Fig. 1: selected gate families
Drawn at 1.5 px/µm.
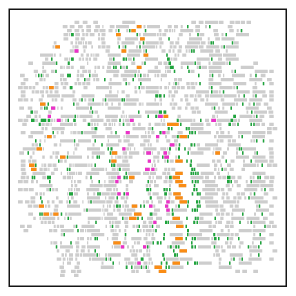
Fig. 2: met3 routing
Drawn at 2 px/µm.
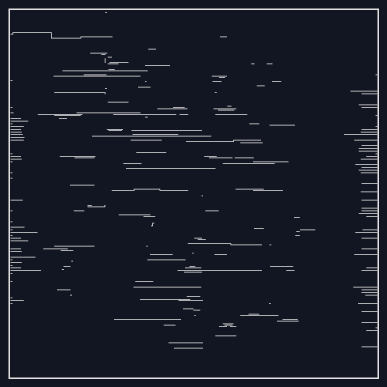
Fig. 3: the clock network
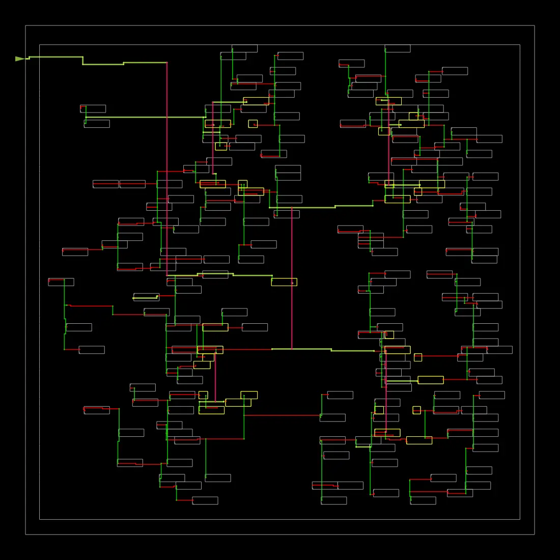
Fig. 4: wiring by layer
Drawn at 1.5 px/µm.
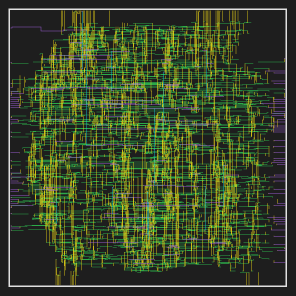
## src/rtl/div_sequencer_pkg.sv

```systemverilog
// Shared types and constants for the iterative RV32M divider.
package div_sequencer_pkg;

    // Number of restoring iterations for a 32-bit operand.
    localparam int DIV_ITERS = 32;

    // Sequencer states: wait for a start, iterate, apply sign fix, pulse done.
    typedef enum logic [1:0] {
        DIV_IDLE,
        DIV_ITER,
        DIV_FIX,
        DIV_DONE
    } div_state_t;

    // div_inst[0] requests a signed op, div_inst[1] an unsigned op.
    // If both bits are set, the unsigned request takes priority.
    function automatic logic is_signed_op(input logic [1:0] inst);
        return inst[0] & ~inst[1];
    endfunction

endpackage

```

## src/rtl/div_sequencer_step.sv

```systemverilog
// One combinational restoring-division step: shift in a dividend bit,
// try to subtract the divisor and keep the difference if it did not borrow.
module div_sequencer_step #(
    parameter int XLEN = 32
) (
    input  logic [XLEN-1:0] rem_i,
    input  logic            q_msb_i,
    input  logic [XLEN-1:0] divisor_i,
    output logic [XLEN-1:0] rem_o,
    output logic            q_bit_o
);

    logic [XLEN:0] shifted;
    logic [XLEN:0] trial;

    // The trial is one bit wider than the remainder so its top bit is the
    // borrow: set means the divisor did not fit and the remainder is restored.
    always_comb begin
        shifted = {rem_i, q_msb_i};
        trial   = shifted - {1'b0, divisor_i};
        q_bit_o = ~trial[XLEN];
        rem_o   = trial[XLEN] ? shifted[XLEN-1:0] : trial[XLEN-1:0];
    end

endmodule

```

## src/rtl/div_sequencer.sv

```systemverilog
// Iterative radix-2 restoring divider for DIV/DIVU/REM/REMU. Operands are
// reduced to magnitudes at start, divided unsigned over XLEN cycles, then
// the quotient and remainder signs are fixed in a single extra cycle.
module div_sequencer
    import div_sequencer_pkg::*;
#(
    parameter int XLEN  = DIV_ITERS,
    parameter int CNT_W = $clog2(XLEN) + 1
) (
    input  logic            clk,
    input  logic            reset,
    input  logic [1:0]      div_inst,
    input  logic [XLEN-1:0] dividend,
    input  logic [XLEN-1:0] divisor,
    input  logic            flush,
    output logic            stall_o,
    output logic            div_last,
    output logic [XLEN-1:0] Qo,
    output logic [XLEN-1:0] Ro,
    output logic            RSIGN
);

    div_state_t       state_q;
    logic [CNT_W-1:0] cnt_q;
    logic [XLEN-1:0]  rem_q;       // partial remainder
    logic [XLEN-1:0]  quo_q;       // dividend bits shifting out, quotient bits shifting in
    logic [XLEN-1:0]  dvs_q;       // divisor magnitude
    logic             qneg_q;
    logic             rneg_q;
    logic             dz_q;        // divisor was zero at start
    logic             div_last_q;
    logic [XLEN-1:0]  qo_q;
    logic [XLEN-1:0]  ro_q;
    logic             rsign_q;

    logic             start_accept;
    logic             op_signed;
    logic             a_neg;
    logic             b_neg;
    logic [XLEN-1:0]  rem_d;
    logic             q_bit_d;

    // A start is taken only from IDLE, and a same-cycle flush cancels it.
    always_comb begin
        start_accept = (state_q == DIV_IDLE) && (div_inst != 2'b00) && !flush;
        op_signed    = is_signed_op(div_inst);
        a_neg        = op_signed & dividend[XLEN-1];
        b_neg        = op_signed & divisor[XLEN-1];
    end

    div_sequencer_step #(
        .XLEN(XLEN)
    ) u_step (
        .rem_i     (rem_q),
        .q_msb_i   (quo_q[XLEN-1]),
        .divisor_i (dvs_q),
        .rem_o     (rem_d),
        .q_bit_o   (q_bit_d)
    );

    // Sequencer FSM with operand, iteration and result registers.
    always_ff @(posedge clk or posedge reset) begin
        if (reset) begin
            state_q    <= DIV_IDLE;
            cnt_q      <= '0;
            rem_q      <= '0;
            quo_q      <= '0;
            dvs_q      <= '0;
            qneg_q     <= 1'b0;
            rneg_q     <= 1'b0;
            dz_q       <= 1'b0;
            div_last_q <= 1'b0;
            qo_q       <= '0;
            ro_q       <= '0;
            rsign_q    <= 1'b0;
        end else begin
            div_last_q <= 1'b0;
            case (state_q)
                DIV_IDLE: begin
                    if (start_accept) begin
                        rem_q   <= '0;
                        quo_q   <= a_neg ? -dividend : dividend;
                        dvs_q   <= b_neg ? -divisor : divisor;
                        qneg_q  <= a_neg ^ b_neg;
                        rneg_q  <= a_neg;
                        dz_q    <= (divisor == '0);
                        cnt_q   <= CNT_W'(XLEN);
                        state_q <= DIV_ITER;
                    end
                end
                DIV_ITER: begin
                    if (flush) begin
                        cnt_q   <= '0;
                        state_q <= DIV_IDLE;
                    end else begin
                        rem_q <= rem_d;
                        quo_q <= {quo_q[XLEN-2:0], q_bit_d};
                        cnt_q <= cnt_q - 1'b1;
                        if (cnt_q == CNT_W'(1)) begin
                            state_q <= DIV_FIX;
                        end
                    end
                end
                DIV_FIX: begin
                    if (flush) begin
                        state_q <= DIV_IDLE;
                    end else begin
                        // A zero divisor yields an all-ones quotient regardless
                        // of sign; the remainder fix still restores the dividend.
                        qo_q       <= (qneg_q && !dz_q) ? -quo_q : quo_q;
                        ro_q       <= rneg_q ? -rem_q : rem_q;
                        rsign_q    <= rneg_q;
                        div_last_q <= 1'b1;
                        state_q    <= DIV_DONE;
                    end
                end
                DIV_DONE: begin
                    state_q <= DIV_IDLE;
                end
                default: begin
                    state_q <= DIV_IDLE;
                end
            endcase
        end
    end

    // Stall covers the start cycle combinationally, then ITER and FIX.
    always_comb begin
        stall_o = start_accept || (state_q == DIV_ITER) || (state_q == DIV_FIX);
    end

    assign div_last = div_last_q;
    assign Qo       = qo_q;
    assign Ro       = ro_q;
    assign RSIGN    = rsign_q;

endmodule

```

## config.mk

```make
export PLATFORM = sky130hd
export DESIGN_NAME = div_sequencer
export DESIGN_NICKNAME = d
export VERILOG_FILES = /design/src/rtl/div_sequencer_pkg.sv /design/src/rtl/div_sequencer_step.sv /design/src/rtl/div_sequencer.sv
export SDC_FILE = /design/constraint.sdc
export NUM_CORES = 1
export LEC_CHECK = 0
export ABC_CLOCK_PERIOD_IN_PS = 14240
export CELL_PAD_IN_SITES_DETAIL_PLACEMENT = 0
export CELL_PAD_IN_SITES_GLOBAL_PLACEMENT = 1
export CORE_MARGIN = 5
export CORE_UTILIZATION = 40
export CTS_CLUSTER_DIAMETER = 150
export CTS_CLUSTER_SIZE = 10
export DETAILED_ROUTE_END_ITERATION = 8
export PLACE_DENSITY = 0.73
export SETUP_SLACK_MARGIN = 0.1
export SYNTH_ARGS = -nofsm -noshare
export SYNTH_HDL_FRONTEND = slang
export SYNTH_HIERARCHICAL = 1
export SYNTH_SLANG_ARGS = --single-unit
```

## constraint.sdc

```tcl
create_clock -name clk -period 14.24 [get_ports clk]
set_clock_uncertainty 0.15 [all_clocks]
set_input_delay 3.56 -clock clk [delete_from_list [all_inputs] [get_ports clk]]
set_output_delay 3.56 -clock clk [all_outputs]
set_load 0.005 [all_outputs]
```

==> flow_metrics.tcl <==
# place-and-route summary
set metrics [dict create \
    slowest_delay_ps 660 \
    n_fill_cell 2959 \
    drt_iter0_drc 873 \
    power.total_mw 2.93 \
    clock_area_share_pct 4.05 \
    gp_congestion 0.882 \
    async_flop_share_pct 100 \
    postPlaceCellArea_mm2 0.0136 \
    crit_end "stall_o" \
    setup_tns_ps 0 \
    leakagePower_nw 6.12 \
    design_area_mm2 0.0142 \
    n_all_buffers 146 \
    startpoint_type "input port" \
    p_comb_share_pct 54.5 \
    hp-class "reg2reg" \
    htree_levels 4 \
    internal_power_mw 1.66 \
    post-dp-hpwl_um 25900 \
    common_cells "nand2_1, dfrtp_1, o21ai_0" \
    cts_sinks 173 \
    port-buffer-count 135 \
    crit_type "in2out" \
    crit_buf_inv 3 \
    power_frac_seq_pct 29.9 \
    syn_nets 1547 \
    r2r_setup_slack_ps 10200 \
    status "finished clean" \
    combGateArea_mm2 0.00714 \
    top_cell "nand2_1" \
    yosysTopAreaCell "dfrtp_1" \
    ys_chip_area_mm2 0.0121 \
    clock_path_buffers 2 \
    comb.multi_input.count 1123 \
    final_layout_size_suffix_gt1_share_pct 6.92 \
    top_layer "met4" \
]
About Fig. 1:
legend:
  mux cells:
    color: orange
    cells: 44
    most_used: mux2_4
  non-inverting ao/oa cells:
    color: magenta
    cells: 30
    most_used: a21o_1
  nand cells:
    color: green
    cells: 337
    most_used: nand2_1
    where: widely spread
multi-input combinational area share: 50.3%
Post-Layout Cell Count: 1922

About Fig. 2:
share of all routed wire: 5.6%
main direction: horizontal
nets with wire on the layer: 178
wire length on this layer: 1900 µm
longest straight run: 59.3 µm
grt met3 use: 2.97%
Routed WL: 34100 µm
routed vias: 10.6k

About Fig. 3:
Clock group: 460 µW
clock buffers: 17
worst skew pair latency: 440 ps
number of buffers created by CTS: 17
flop count: 173

About Fig. 4:
legend:
  metal 1:
    color: green
    wire_length: 18300 µm
  metal 4:
    color: cyan
    wire_length: 403 µm
  metal 2:
    color: yellow
    wire_length: 13600 µm
  metal 3:
    color: purple
    wire_length: 1900 µm
GRT Total Usage: 20.3%
Wirelength per Cell: 17.8 µm

No activity file was given, so power comes from the tool's default toggle rates.
